[config.mk]
export PLATFORM = sky130hd
export DESIGN_NAME = pipe_scoreboard
export DESIGN_NICKNAME = d
export VERILOG_FILES = /design/src/rtl/pipe_scoreboard_pkg.sv /design/src/rtl/sb_src_match.sv /design/src/rtl/pipe_scoreboard.sv
export SDC_FILE = /design/constraint.sdc
export NUM_CORES = 1
export LEC_CHECK = 0
export ABC_AREA = 1
export CAP_MARGIN = 20
export CORE_UTILIZATION = 57
export DETAILED_ROUTE_END_ITERATION = 10
export PLACE_DENSITY = 0.86
export SLEW_MARGIN = 5
export SYNTH_ARGS = -nofsm -noshare
export SYNTH_HDL_FRONTEND = slang
export SYNTH_HIERARCHICAL = 1
export SYNTH_SLANG_ARGS = --single-unit
[constraint.sdc]
create_clock -name clk -period 2.9 [get_ports clk]
set_input_delay 0.435 -clock clk [delete_from_list [all_inputs] [get_ports clk]]
set_output_delay 0.435 -clock clk [all_outputs]
set_load 0.05 [all_outputs]
[src/rtl/pipe_scoreboard_pkg.sv]
// pipe_scoreboard_pkg: shared entry layout, encodings and writing predicate for the scoreboard
package pipe_scoreboard_pkg;
  typedef struct packed {
    logic       valid;
    logic       wen;
    logic       is_load;
    logic [4:0] rd;
  } sb_entry_t;
  localparam int ENTRY_W = $bits(sb_entry_t);
  localparam logic [2:0] FWD_RF = 3'd0;
  localparam logic [4:0] REG_ZERO = 5'd0;
  function automatic logic writing(input sb_entry_t e);
    return e.valid && e.wen && e.rd != REG_ZERO;
  endfunction
endpackage

[src/rtl/sb_src_match.sv]
// sb_src_match: youngest-producer search for one source operand
//   entries     in  DEPTH*ENTRY_W  tracked stages, stage k at bits [k*ENTRY_W +: ENTRY_W]
//   rs          in  5              source register
//   used        in  1              operand is actually read
//   sel         out 3              0 = register file, k+1 = stage k result
//   load_hazard out 1              selected producer is a load not yet forwardable
module sb_src_match
  import pipe_scoreboard_pkg::*;
#(
  parameter int DEPTH      = 3,
  parameter int LOAD_STAGE = 2
) (
  input  logic [DEPTH*ENTRY_W-1:0] entries,
  input  logic [4:0]               rs,
  input  logic                     used,
  output logic [2:0]               sel,
  output logic                     load_hazard
);
  sb_entry_t e;
  // Scan oldest to youngest so the youngest match overwrites older ones.
  always_comb begin
    sel = FWD_RF;
    load_hazard = 1'b0;
    e = '0;
    for (int k = DEPTH - 1; k >= 0; k--) begin
      e = entries[k*ENTRY_W +: ENTRY_W];
      if (used && rs != REG_ZERO && writing(e) && e.rd == rs) begin
        sel = 3'(k + 1);
        load_hazard = e.is_load && k < LOAD_STAGE;
      end
    end
  end
endmodule

[src/rtl/pipe_scoreboard.sv]
// pipe_scoreboard: in-flight destination tracking with forwarding select and load-use stall
//   clk, rst                  clock, asynchronous active-high reset
//   id_valid/id_rd/id_wen/id_is_load  ID instruction destination info
//   id_rs[NUM_SRC*5], id_uses[NUM_SRC] ID source registers and read enables
//   flush                     kill the ID instruction (dominates stall)
//   stall                     hold PC and IF/ID, bubble into stage 0
//   fwd_sel[NUM_SRC*3]        per-operand source select
//   sb_busy                   some tracked stage holds a writing entry
//   SCOREBOARD_STATS_EN adds saturating stall_cycles and flush_count outputs
module pipe_scoreboard
  import pipe_scoreboard_pkg::*;
#(
  parameter int NUM_SRC    = 2,
  parameter int DEPTH      = 3,
  parameter int LOAD_STAGE = 2
) (
  input  logic                 clk,
  input  logic                 rst,
  input  logic                 id_valid,
  input  logic [4:0]           id_rd,
  input  logic                 id_wen,
  input  logic                 id_is_load,
  input  logic [NUM_SRC*5-1:0] id_rs,
  input  logic [NUM_SRC-1:0]   id_uses,
  input  logic                 flush,
  output logic                 stall,
  output logic [NUM_SRC*3-1:0] fwd_sel,
  output logic                 sb_busy
`ifdef SCOREBOARD_STATS_EN
  ,
  output logic [31:0]          stall_cycles,
  output logic [31:0]          flush_count
`endif
);
  sb_entry_t [DEPTH-1:0] entry;
  logic [NUM_SRC-1:0] hazard;
  always_ff @(posedge clk or posedge rst) begin
    if (rst) entry <= '0;
    else entry <= {entry[DEPTH-2:0], (!stall && !flush) ? sb_entry_t'{id_valid, id_wen, id_is_load, id_rd} : sb_entry_t'('0)};
  end
  for (genvar s = 0; s < NUM_SRC; s++) begin : g_src
    sb_src_match #(.DEPTH(DEPTH), .LOAD_STAGE(LOAD_STAGE)) u_match (
      .entries    (entry),
      .rs         (id_rs[5*s +: 5]),
      .used       (id_uses[s]),
      .sel        (fwd_sel[3*s +: 3]),
      .load_hazard(hazard[s])
    );
  end
  assign stall = id_valid && !flush && |hazard;
  always_comb begin
    sb_busy = 1'b0;
    for (int k = 0; k < DEPTH; k++) sb_busy = sb_busy | writing(entry[k]);
  end
`ifdef SCOREBOARD_STATS_EN
  always_ff @(posedge clk or posedge rst) begin
    if (rst) begin
      stall_cycles <= '0;
      flush_count <= '0;
    end else begin
      stall_cycles <= (stall && stall_cycles != '1) ? stall_cycles + 32'd1 : stall_cycles;
      flush_count <= (flush && id_valid && flush_count != '1) ? flush_count + 32'd1 : flush_count;
    end
  end
`endif
endmodule

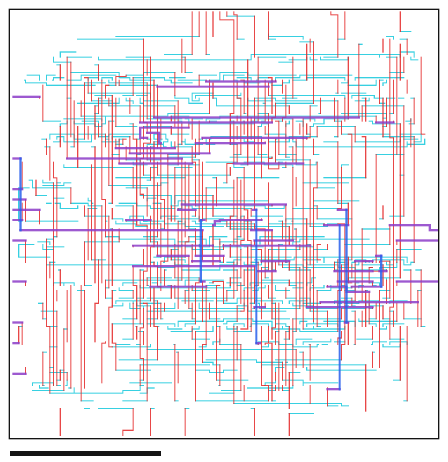
(wiring by layer)
The bar under the picture is 20 um long.
[blue] M4 | wire length: 76.2 um
[cyan] M1 | wire length: 1,810 um
[red] M2 | wire length: 1,990 um
[purple] M3 | wire length: 369 um

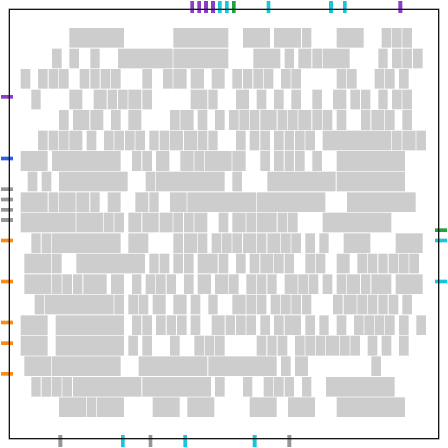
(I/O pins on the die edge)
Pins as bars across the die edge, other pins in grey.
[orange] id_rd | pins: 5 | direction: input | edge: left
[purple] fwd_sel | pins: 6 | direction: output | edge: 5 top, 1 left
[cyan] id_rs | pins: 10 | direction: input | edge: 5 top, 3 bottom, 2 right
[blue] clk | pins: 1 | direction: input | edge: left
[green] id_uses | pins: 2 | direction: input | edge: 1 right, 1 top
all pins by edge: 11 left, 11 top, 6 bottom, 3 right
Die X: 56.7 um
port bufs: 28
height of the die: 56.7 um

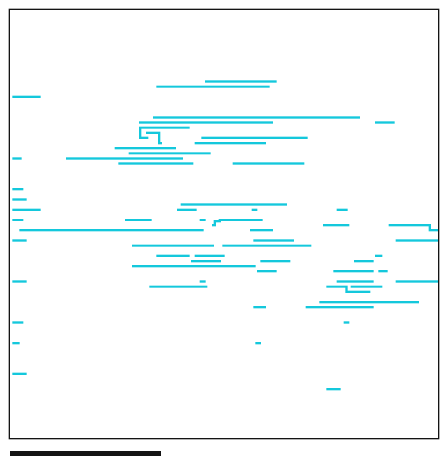
(met3 routing)
The bar under the picture is 20 um long.
share of all routed wire: 8.7%
wire length on this layer: 369 um
main direction: horizontal
nets with wire on the layer: 49
WL final: 4240 um
vias: 1,903
met3 Use GR: 3.69%

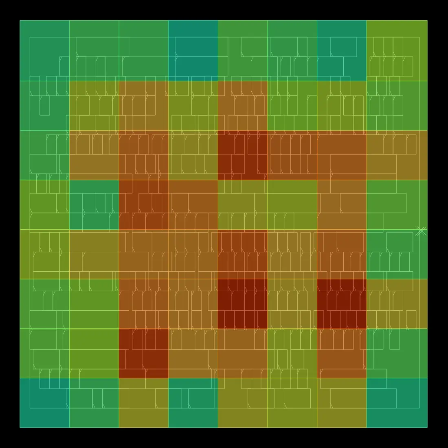
(track usage over the die)
Global Route met2 Usage: 47.1%
Total GRT Usage: 28.5%
GRT Max-Usage Layer: met2
DR WL/cell: 11.7 um

==> flow_metrics.env <==
# implementation run metrics
export IMPL_status="complete, but fails checks"
export IMPL_failed_checks="DRC"
export IMPL_maxSlewHeadroom_pct=45.9
export IMPL_cts_sinks=23
export IMPL_vdd_drop_max_mv=0.259
export IMPL_critPathTopFamily="buffers and inverters"
export IMPL_cts_buffers=3
export IMPL_r2r_end="entry[6]"
export IMPL_bufAreaShareNonClock_pct=15.8
export IMPL_skew_ns=0.00258
export IMPL_crit_required_ns=2.47
export IMPL_cpPeakStageDelay_ns=0.62
export IMPL_r2r_slack_ns=1.16
export IMPL_p_sw_mw=0.218
export IMPL_fp_dieArea_um2=3220
export IMPL_first_global_vias=1615
export IMPL_arrival_ns=2.25
export IMPL_drcViolationCount=2
export IMPL_critical_path_depth=12
export IMPL_final_comb_area_um2=888
export IMPL_whs_ns=0.435
export IMPL_setup_violations=0
export IMPL_initCoreUtil_pct=60.9
export IMPL_fin_crit_sh_pct=92.7
export IMPL_synthesis_nets=324
export IMPL_regMostFlops="entry"
export IMPL_instances_no_fill=362
export IMPL_grt_met1_usage_pct=39.4
export IMPL_flop_area_um2=576
export IMPL_tapCellCount=31
export IMPL_grt_max_degree=24
export IMPL_most_common_layout_cells="nand2_1, nor2_1, inv_1, dfrtp_1, clkdlybuf4s50_1"
export IMPL_cts_resized=0
